==> config.mk <==
export PLATFORM = sky130hd
export DESIGN_NAME = poker_dealer
export DESIGN_NICKNAME = d
export VERILOG_FILES = /design/src/rtl/poker_dealer_pkg.sv /design/src/rtl/poker_dealer_bitmap.sv /design/src/rtl/poker_dealer.sv
export SDC_FILE = /design/constraint.sdc
export NUM_CORES = 1
export LEC_CHECK = 0
export ABC_AREA = 1
export CORE_UTILIZATION = 45
export CTS_BUF_LIST = sky130_fd_sc_hd__clkbuf_2
export DETAILED_ROUTE_END_ITERATION = 12
export GPL_TIMING_DRIVEN = 0
export PLACE_DENSITY = 0.73
export SLEW_MARGIN = 20
export SYNTH_ARGS = -nofsm -noshare
export SYNTH_HDL_FRONTEND = slang
export SYNTH_SLANG_ARGS = --single-unit
==> constraint.sdc <==
create_clock -name clk -period 11.61 [get_ports clk]
set_input_delay 1.161 -clock clk [delete_from_list [all_inputs] [get_ports clk]]
set_output_delay 1.161 -clock clk [all_outputs]
set_load 0.01 [all_outputs]
==> src/rtl/poker_dealer_pkg.sv <==
// Shared constants and round decode for the poker card dealer.
// Round codes, deck geometry and per-round target slot ranges.
package poker_dealer_pkg;

  localparam int DECK_SIZE = 52;
  localparam int CARD_W    = 6;
  localparam int NUM_SLOTS = 7;

  typedef enum logic [2:0] {
    PREFLOP = 3'd0,
    FLOP    = 3'd1,
    TURN    = 3'd2,
    RIVER   = 3'd3,
    TALLYUP = 3'd4
  } round_e;

  typedef enum logic [2:0] {
    S_IDLE,
    S_CLEAR,
    S_DRAW,
    S_SCAN,
    S_FIN
  } state_e;

  localparam logic [2:0] PRE_FIRST  = 3'd0;
  localparam logic [2:0] PRE_LAST   = 3'd1;
  localparam logic [2:0] FLOP_FIRST = 3'd2;
  localparam logic [2:0] FLOP_LAST  = 3'd4;
  localparam logic [2:0] TURN_SLOT  = 3'd5;
  localparam logic [2:0] RIVER_SLOT = 3'd6;

  typedef struct packed {
    logic                 deal;
    logic [2:0]           first;
    logic [2:0]           last;
    logic [NUM_SLOTS-1:0] mask;
  } target_t;

  function automatic target_t round_target(input logic [2:0] r);
    target_t t;
    t = '0;
    case (r)
      PREFLOP: t = '{1'b1, PRE_FIRST, PRE_LAST, 7'b0000011};
      FLOP:    t = '{1'b1, FLOP_FIRST, FLOP_LAST, 7'b0011100};
      TURN:    t = '{1'b1, TURN_SLOT, TURN_SLOT, 7'b0100000};
      RIVER:   t = '{1'b1, RIVER_SLOT, RIVER_SLOT, 7'b1000000};
      default: t = '0;
    endcase
    return t;
  endfunction

endpackage

==> src/rtl/poker_dealer_bitmap.sv <==
// Used-card set with test/set/clear and a sequential first-free scan.
// In scan mode the tested code comes from an internal pointer.
module card_bitmap
  import poker_dealer_pkg::*;
(
  input  logic              clk,
  input  logic              reset_d,
  input  logic              i_clr,
  input  logic              i_set,
  input  logic              i_scan,
  input  logic [CARD_W-1:0] i_rand_code,
  output logic [CARD_W-1:0] o_code,
  output logic              o_free
);

  logic [DECK_SIZE-1:0] r_used;
  logic [CARD_W-1:0]    r_ptr;
  logic [CARD_W-1:0]    w_code;
  logic                 w_free;

  assign w_code = i_scan ? r_ptr : i_rand_code;
  assign w_free = (w_code < CARD_W'(DECK_SIZE)) && !r_used[w_code];
  assign o_code = w_code;
  assign o_free = w_free;

  always_ff @(posedge clk or posedge reset_d) begin
    if (reset_d) begin
      r_used <= '0;
    end else if (i_clr) begin
      r_used <= '0;
    end else if (i_set && w_free) begin
      r_used[w_code] <= 1'b1;
    end
  end

  // Pointer parks at 0 outside scan so each scan starts from the bottom.
  always_ff @(posedge clk or posedge reset_d) begin
    if (reset_d) begin
      r_ptr <= '0;
    end else if (!i_scan) begin
      r_ptr <= '0;
    end else if (!w_free) begin
      r_ptr <= r_ptr + 1'b1;
    end
  end

endmodule

==> src/rtl/poker_dealer.sv <==
// Poker card dealer: draws unique cards per round from a PRNG stream,
// with a bounded-retry fallback scan so every deal terminates.
module poker_dealer
  import poker_dealer_pkg::*;
#(
  parameter int MAX_TRIES = 16,
  parameter int RAND_W    = 6
) (
  input  logic                        clk,
  input  logic                        reset_d,
  input  logic                        deal_req,
  input  logic [2:0]                  round,
  input  logic [RAND_W-1:0]           rand_in,
  output logic [CARD_W*NUM_SLOTS-1:0] cards,
  output logic [NUM_SLOTS-1:0]        card_valid,
  output logic                        busy,
  output logic                        done,
  output logic                        seq_err
);

  localparam int TW = $clog2(MAX_TRIES + 1);

  state_e                      r_state;
  logic [CARD_W*NUM_SLOTS-1:0] r_cards;
  logic [NUM_SLOTS-1:0]        r_valid;
  logic                        r_busy;
  logic                        r_done;
  logic                        r_seq_err;
  logic [2:0]                  r_slot;
  logic [2:0]                  r_last;
  logic [TW-1:0]               r_tries;

  target_t                     w_tgt;
  logic [CARD_W-1:0]           w_code;
  logic                        w_free;
  logic                        w_drawing;
  logic                        w_accept;

  assign w_tgt     = round_target(round);
  assign w_drawing = (r_state == S_DRAW) || (r_state == S_SCAN);
  assign w_accept  = w_drawing && w_free;

  card_bitmap u_bitmap (
    .clk         (clk),
    .reset_d     (reset_d),
    .i_clr       (r_state == S_CLEAR),
    .i_set       (w_accept),
    .i_scan      (r_state == S_SCAN),
    .i_rand_code (rand_in[CARD_W-1:0]),
    .o_code      (w_code),
    .o_free      (w_free)
  );

  always_ff @(posedge clk or posedge reset_d) begin
    if (reset_d) begin
      r_state   <= S_IDLE;
      r_cards   <= '0;
      r_valid   <= '0;
      r_busy    <= 1'b0;
      r_done    <= 1'b0;
      r_seq_err <= 1'b0;
      r_slot    <= '0;
      r_last    <= '0;
      r_tries   <= '0;
    end else begin
      r_done    <= 1'b0;
      r_seq_err <= 1'b0;
      if (w_accept) begin
        r_cards[CARD_W*r_slot +: CARD_W] <= w_code;
        r_valid[r_slot] <= 1'b1;
        r_tries <= '0;
        r_slot  <= r_slot + 1'b1;
      end
      case (r_state)
        S_IDLE: begin
          if (deal_req) begin
            r_slot  <= w_tgt.first;
            r_last  <= w_tgt.last;
            r_tries <= '0;
            if (round == PREFLOP) begin
              r_state <= S_CLEAR;
              r_busy  <= 1'b1;
            end else if (!w_tgt.deal) begin
              r_state <= S_FIN;
              r_done  <= 1'b1;
            end else if (|(r_valid & w_tgt.mask)) begin
              r_state   <= S_FIN;
              r_done    <= 1'b1;
              r_seq_err <= 1'b1;
            end else begin
              r_state <= S_DRAW;
              r_busy  <= 1'b1;
            end
          end
        end
        S_CLEAR: begin
          r_cards <= '0;
          r_valid <= '0;
          r_state <= S_DRAW;
        end
        S_DRAW, S_SCAN: begin
          if (w_accept) begin
            if (r_slot == r_last) begin
              r_state <= S_FIN;
              r_busy  <= 1'b0;
              r_done  <= 1'b1;
            end else begin
              r_state <= S_DRAW;
            end
          end else if (r_state == S_DRAW) begin
            if (r_tries == TW'(MAX_TRIES - 1)) begin
              r_state <= S_SCAN;
              r_tries <= '0;
            end else begin
              r_tries <= r_tries + 1'b1;
            end
          end
        end
        S_FIN: r_state <= S_IDLE;
        default: r_state <= S_IDLE;
      endcase
    end
  end

  assign cards      = r_cards;
  assign card_valid = r_valid;
  assign busy       = r_busy;
  assign done       = r_done;
  assign seq_err    = r_seq_err;

endmodule
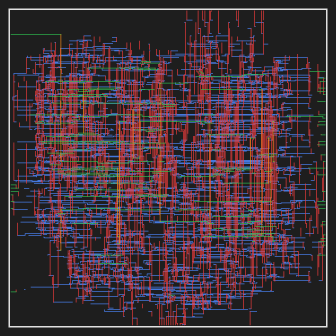
Run 1: routed metal, one color a layer
legend:
  M2:
    color: red
    wire_length: 9,770 um
  M1:
    color: blue
    wire_length: 8,660 um
  M3:
    color: green
    wire_length: 1,300 um
  M4:
    color: orange
    wire_length: 449 um
Routed WL: 20,200 um
WL per Instance: 15.6 um
via count: 6,902

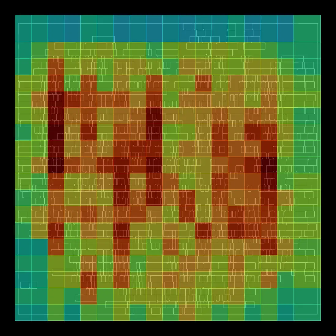
Run 1: routing congestion
met1 Usage GRT: 32.9%
met2 usage: 43.3%
busiest grt layer: met2
final core utilization: 54.4%
global-route usage over all layers: 25.8%

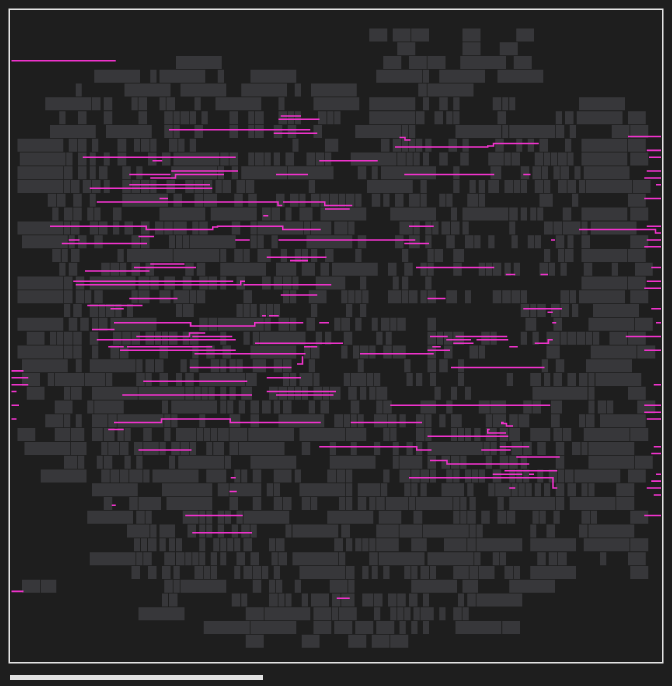
Run 1: the metal 3 layer
The bar under the picture is 50 um long. Cells faint in the background.
longest straight run: 35.6 um
main direction: horizontal
share of all routed wire: 6.5%
wire length on this layer: 1,300 um
nets with wire on the layer: 108
met3 usage: 5.36%

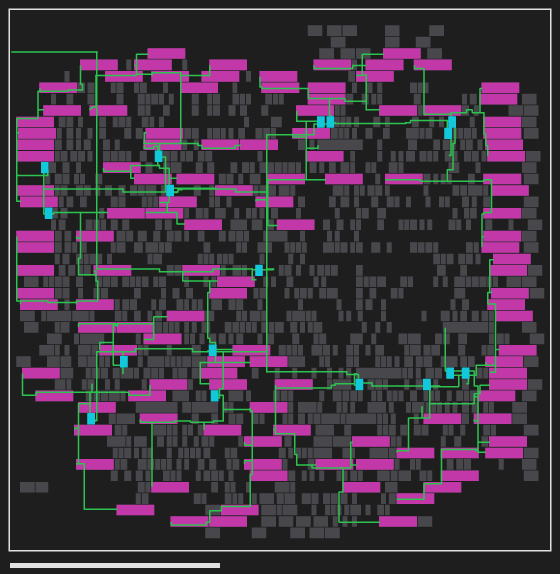
Run 1: clock network drawn from the DEF
The bar under the picture is 50 um long.
legend:
  flip-flops:
    color: magenta
    count: 124
  clock wires:
    color: green
    length: 1,560 um
  clock-net drivers:
    color: cyan
    count: 17
flops lie: spread over the die
Clk power: 0.000282 W
clk ins delay skew pair: 720 ps
clk_skew: 38.6 ps
Clk network pwr share: 11.0%

==> metrics.csv, run 1 <==
stage,metric,value,unit
synthesis,ff_type,dfrtp_1,
setup_path,critPathArrivalTime,4620,ps
worst_hold_path,hold_class,reg -> reg,
power,p_leak,3.88,nW
synthesis,ys_sh_mux,0,%
final_layout,most-common-layout-cells,"nand2_1 (241), nand3_1 (125), dfrtp_1 (124)",
synthesis,ys_cells,989,
setup_path,start_kind,flop,
timing,fin_crit,4000,ps
synthesis,xor_share,0.970,%
synthesis,async_reset_ff_share,100,%
global_route,grt_pass1_vias,6587,
timing,setup_violations,0,
synthesis,edf_count,0,
clock_tree,root_buffer,clkbuf_2,
setup_path,worstSetupPathType,reg -> reg,
global_route,grt_overflow,0,
final_layout,fin_nets,1096,
synthesis,top_logic_kind,simple AND/OR/NAND/NOR gates,
clock_tree,cts_resized,0,
detailed_routing,drt_iter0_drc,562,
synthesis,ys.warnings.count,0,
synthesis,ys_ff,124,
placement,port_buffers,63,
timing,tns,0,ps
timing,maxSlewViolCount,0,
floorplanning,die_h,129,um
clock_tree,cts_hold_buf,0,
floorplanning,num_rows,45,
synthesis,synthCells,989,
floorplanning,ios,64,
power,ir_drop,0.000171,V
flow_run,warnings,33,
synthesis,aoi_share,15.3,%
floorplanning,die_x,129,um
timing,fin_crit_sh,34.4,%
setup_path,startpoint,r_slot[0]$_DFF_PP0_,
clock_tree,cts_tree,done,
clock_tree,numCtsBuffers,17,
setup_path,end_kind,flop,
synthesis,synth-area-yosys,7220,sq um
placement,place_congestion,0.951,
synthesis,netlist_area,7220,sq um
global_route,grt_first_pass_wirelength,32900,um
setup_path,r2r-start,r_slot[0]$_DFF_PP0_,
synthesis,simple_gate_share,29.4,%
clock_tree,clock_path_buffers,2,
clock_tree,cts_setup_buffers,0,
status,outcome,"finished, final reports clean",
floorplanning,core-area,15400,sq um
synthesis,syn-num-nets,1013,
timing,relSlewSlack,48.1,%
clock_tree,cts_max_level,4,
worst_hold_path,hp-start,cards[28]$_DFFE_PP0P_,
detailed_routing,ant_nets,0,
timing,tightest_slew,774,ps
synthesis,yosysSeqAreaShare,43.0,%
detailed_routing,drc,0,
final_layout,area_growth,16.3,%
setup_path,crit_required,12230,ps
floorplanning,fp-utilization,46.8,%
clock_tree,clk_pin_slew_worst_paths,200,ps
timing,final_hold_viol_count,0,
global_route,antenna_found_initial,1,
synthesis,yosysUniqueCellTypes,45,
flow_run,drv_cap,0,
setup_path,path_max_fanout,11,
global_route,grt_max_degree,81,
final_layout,layout_top_cell,nand2_1,
floorplanning,chipArea,16600,sq um
detailed_routing,viasPerCell,5.32,
clock_tree,cts_sinks,124,
power,power.total,0.00257,W
power,p_per_area,306,nW/um^2
final_layout,drive_above_1_share,7.56,%
placement,hpwlAfterDp,14700,um
synthesis,syn-mean-instance-area,7.30,sq um
synthesis,synth-adder-area-share,2.18,%
detailed_routing,first_pass_iters,8,
timing,fmax,250,MHz
timing,rsz0062_at_grt,false,
[run 1: metal layers]
layer | vias to the layer above | GRT usage [%] | wire [um]
met5 | - | 0 | 0
met4 | 0 | 9.62 | 448
met3 | 31 | 5.36 | 1300
met2 | 250 | 43.3 | 9770
met1 | 3203 | 32.9 | 8660
li1 | 3418 | - | -
[run 1: worst max-delay path: stages, from the launching register on]
cell       delay [ps]
dfrtp_1           400
clkbuf_1          370
clkinv_1          400
ha_1              470
nor2_1            290
nand3_1           150
nand2_1           120
inv_1             180
nor2_1            520
inv_1             190
nor3_1            370
o2111ai_1         230
o21ai_0           200
[run 1: power breakdown]
group / switching, W / internal, W
logic: 0.00113 / 0.000510
registers: 0.0000775 / 0.000576
clock network: 0.000164 / 0.000118
total: 0.00137 / 0.00120
[run 1: state kept, by name, summed over array words and instances (netlist names), 3 cells and up]
| name | count |
|---|---|
| u_bitmap.r_used | 52 |
| cards | 42 |
| card_valid | 7 |
| u_bitmap.r_ptr | 6 |
| r_tries | 5 |
| r_last | 3 |
| r_slot | 3 |
| r_state | 3 |
[run 1: kinds of logic after synthesis]
| family | count (synthesis) |
|---|---|
| AOI/OAI and AO/OA | 203 |
| xor gates and xnor gates | 8 |
| adders and majority gates | 12 |
| buffers and inverters | 161 |
| DFF | 124 |
| and+or+nand+nor | 481 |
[run 1: cell usage after synthesis, drive strengths merged (2+ instances only)]
cell | count | area share (%)
nand2 | 247 | 13
nand3 | 127 | 9.0
dfrtp | 124 | 43
inv | 123 | 6.4
o21ai | 115 | 8.4
nor2 | 74 | 4.3
a21oi | 64 | 4.4
buf | 20 | 1.9
clkbuf | 16 | 0.83
nand4 | 12 | 1.0
nor3 | 12 | 1.1
ha | 11 | 1.9
o211ai | 6 | 0.62
o31ai | 6 | 0.62
o22ai | 5 | 0.43
or2 | 4 | 0.38
xnor2 | 4 | 0.49
xor2 | 4 | 0.49
clkinv | 2 | 0.10
nand3b | 2 | 0.21
nor4 | 2 | 0.17
o2111ai | 2 | 0.24
[run 1: per-stage QoR]
step | utilization [%] | setup WS [ps] | instance area [sq um] | hold slack [ps] | instances
after floorplan | - | 7150 | 7220 | 452 | 989
after global placement | 52.6 | 5400 | 8120 | 467 | 1263
after detailed placement | 52.9 | 7680 | 8150 | 472 | 1264
after CTS | 54.4 | 7700 | 8400 | 511 | 1296
after global routing | 54.4 | 7230 | 8400 | 534 | 1297
final | 54.4 | 7610 | 8400 | 501 | 1297
[run 1: area by class of cell]
class	instances	area (sq um)
diodes	1	2.50
plain buffers	36	199
clock buffers	18	90.1
clock inverters	14	151
fillers	1558	7030
inverters	125	474
multi-input cells	704	3460
flip-flops and latches	124	3100
well taps	211	264
repair buffers	64	658
[run 1: worst paths after layout]
path / to / slack (ps) / cells after the start
worst min register to register: cards[28]$_DFFE_PP0P_ / 500 / 2
worst max register to register: cards[1]$_DFFE_PP0P_ / 7610 / 12
max in group asynchronous: cards[37]$_DFFE_PP0P_ / 10060 / 3
min in group asynchronous: busy$_DFFE_PP0P_ / 790 / 2
worst min-delay path: cards[28]$_DFFE_PP0P_ / 500 / 2
worst max-delay path: cards[1]$_DFFE_PP0P_ / 7610 / 12
Run 1, signal wires on met2:
Cells faint in the background.
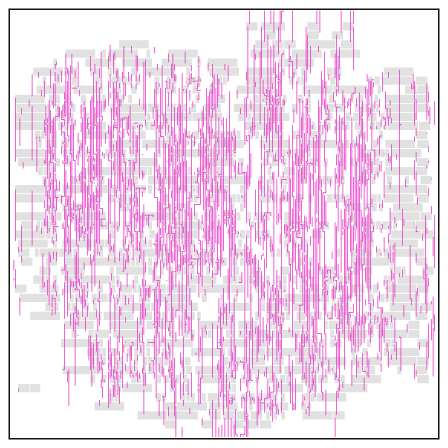

==> run 1 -> run 2 <==
Clock period 11.61 ns to 3.95 ns, I/O delays scaled along.
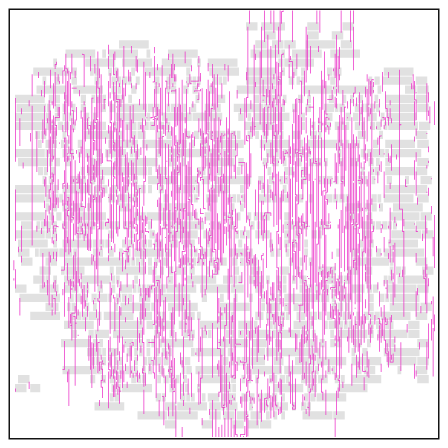
Run 2: signal wires on met2
Cells faint in the background.
main direction: vertical
nets with wire on the layer: 862
share of all routed wire: 48%
Routed WL: 20,200 um
via count: 6,922

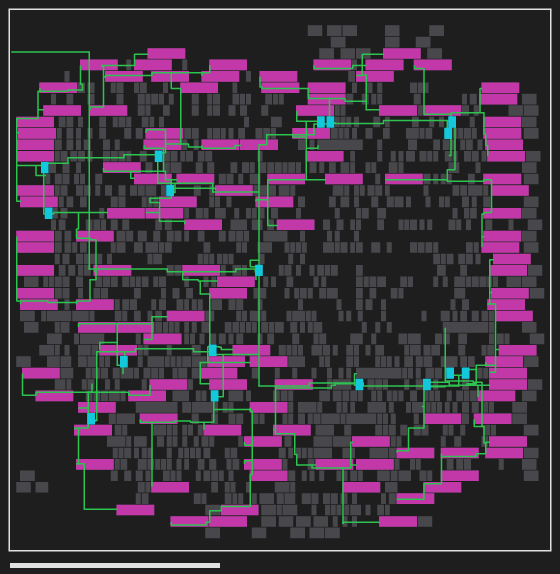
Run 2: clock network drawn from the DEF
The bar under the picture is 50 um long.
legend:
  clock-net drivers:
    color: cyan
    count: 17
  flip-flops:
    color: magenta
    count: 124
  clock wires:
    color: green
    length: 1,580 um
routed clock nets: 18
flops lie: spread over the die
Clk power: 0.000830 W
clk_skew: 37.5 ps

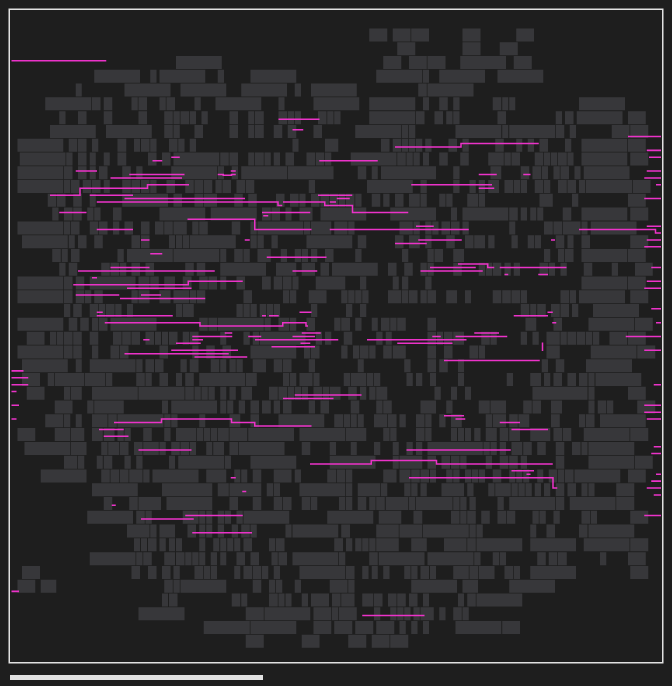
Run 2: the metal 3 layer
The bar under the picture is 50 um long. Cells faint in the background.
longest straight run: 35.6 um
main direction: horizontal
share of all routed wire: 5.5%
nets with wire on the layer: 107

==> metrics.csv, run 2 <==
stage,metric,value,unit
floorplanning,fp-utilization,46.8,%
clock_tree,clock_path_buffers,2,
setup_path,cpPeakStageDelay,420,ps
clock_tree,cts_tree,done,
floorplanning,chipArea,16600,sq um
flow_run,drv_cap,0,
placement,place_area,8150,sq um
setup_path,worstSetupPathType,reg -> reg,
synthesis,async_reset_ff_share,100,%
placement,place_congestion,0.951,
synthesis,yosysUniqueCellTypes,45,
final_layout,area_growth,16.5,%
floorplanning,num_rows,45,
clock_tree,clk_pin_slew_worst_paths,210,ps
detailed_routing,drt_iter0_drc,549,
synthesis,ys.warnings.count,0,
setup_path,crit_required,4580,ps
setup_path,path_max_fanout,11,
timing,fmax,283,MHz
timing,whs,232,ps
synthesis,ff_type,dfrtp_1,
setup_path,worst-path-buf-inv,3,
synthesis,synthCells,989,
setup_path,crit_family,simple AND/OR/NAND/NOR gates,
global_route,grt_max_degree,81,
setup_path,reg2reg_slack,410,ps
timing,fin_crit,3540,ps
setup_path,path_cells,"clkbuf_2, clkinvlp_4, ha_1, nor2_1, nand3_1, nand2_1, inv_1, nor3_1, nand2_1, nor3_1, o2111ai_1, o21ai_0",
synthesis,netlist_area,7220,sq um
floorplanning,core-area,15400,sq um
power,p_leak,3.89,nW
clock_tree,insertion_delay,720,ps
synthesis,syn-mean-instance-area,7.30,sq um
power,ir_drop,0.000504,V
timing,tightest_slew,803,ps
flow_run,warnings,33,
clock_tree,root_buffer,clkbuf_2,
detailed_routing,wl_per_cell,15.6,um
detailed_routing,ant_nets,0,
setup_path,critPathArrivalTime,4170,ps
clock_tree,cts_sinks,124,
synthesis,synthTopCellsByArea,"dfrtp_1 (43%), nand2_1 (13%), nand3_1 (8.7%)",
synthesis,edf_count,0,
final_layout,most-common-layout-cells,"nand2_1 (241), nand3_1 (125), dfrtp_1 (124)",
final_layout,top_register,u_bitmap.r_used,
floorplanning,die_x,129,um
floorplanning,ios,64,
status,outcome,"finished, final reports clean",
setup_path,start_kind,flop,
synthesis,common_cells,"nand2_1 (241), nand3_1 (125), dfrtp_1 (124)",
synthesis,top_area_cell,dfrtp_1,
clock_tree,cts_max_level,4,
power,p_per_area,899,nW/um^2
timing,setup_violations,0,
timing,relSlewSlack,46.2,%
run 2: through the flow:
| stage | setup WS [ps] | cells | utilization (%) | TNS (ps) |
|---|---|---|---|---|
| 2_1_floorplan | 256 | 989 | - | 0 |
| 3_3_place_gp | -1490 | 1263 | 52.6 | -183830 |
| 3_5_place_dp | 102 | 1264 | 52.9 | 0 |
| 4_1_cts | 36.0 | 1296 | 54.4 | 0 |
| 5_1_grt | 19.1 | 1298 | 54.5 | 0 |
| 6_report | 411 | 1298 | 54.5 | 0 |
run 2: final cells by class:
class / instances / area, sq um
antenna: 1 / 2.50
buffer: 36 / 200
clock buffer: 18 / 90.1
clock inverter: 14 / 151
fill: 1558 / 7010
inverter: 125 / 478
multi-input combinational: 704 / 3460
sequential: 124 / 3100
tap: 211 / 264
timing repair buffer: 65 / 668
run 2: final timing paths:
kind	start	to	cells past startpoint
max	r_slot[0]$_DFF_PP0_	cards[1]$_DFFE_PP0P_	12
min	deal_req	seq_err$_DFF_PP0_	3
max reg2reg	r_slot[0]$_DFF_PP0_	cards[1]$_DFFE_PP0P_	12
min reg2reg	cards[28]$_DFFE_PP0P_	cards[28]$_DFFE_PP0P_	2
max in group asynchronous	reset_d	cards[37]$_DFFE_PP0P_	4
min in group asynchronous	reset_d	busy$_DFFE_PP0P_	3
run 2: layer usage:
metal	GRT usage [%]	up-vias	part of all wire, %
li1	-	3421	-
met1	32.9	3228	44
met2	43.3	234	48
met3	5.36	39	5.5
met4	9.62	0	2.6
met5	0	-	0
run 2: what timing repair did:
| item | CTS | global route |
|---|---|---|
| hold buffers | 0 | 1 |
| setup buffers | 0 | 0 |
| hold endpoints to repair | 0 | 4 |
| resized | 0 | 5 |
| setup endpoints to repair | 0 | 21 |
run 2: cells by family after synthesis:
kind of cell | Yosys count | share of synthesized area, %
adder cells (fa/ha/maj) | 12 | 2.18
buffers and inverters | 161 | 9.25
XOR/XNOR | 8 | 0.970
flip-flops | 124 | 43.0
AND/OR/NAND/NOR | 481 | 29.4
AND-OR/OR-AND | 203 | 15.3
run 2: report_power, final:
| group | internal [W] | switching, W |
|---|---|---|
| registers | 0.00169 | 0.000227 |
| clock network | 0.000346 | 0.000484 |
| logic | 0.00150 | 0.00332 |
run 2: tightest hold or removal path: stages:
cell             delay [ps]
clkdlybuf4s50_1         430
inv_1                    80
nor3_1                   50
Power is estimated from default activity; no workload was simulated.
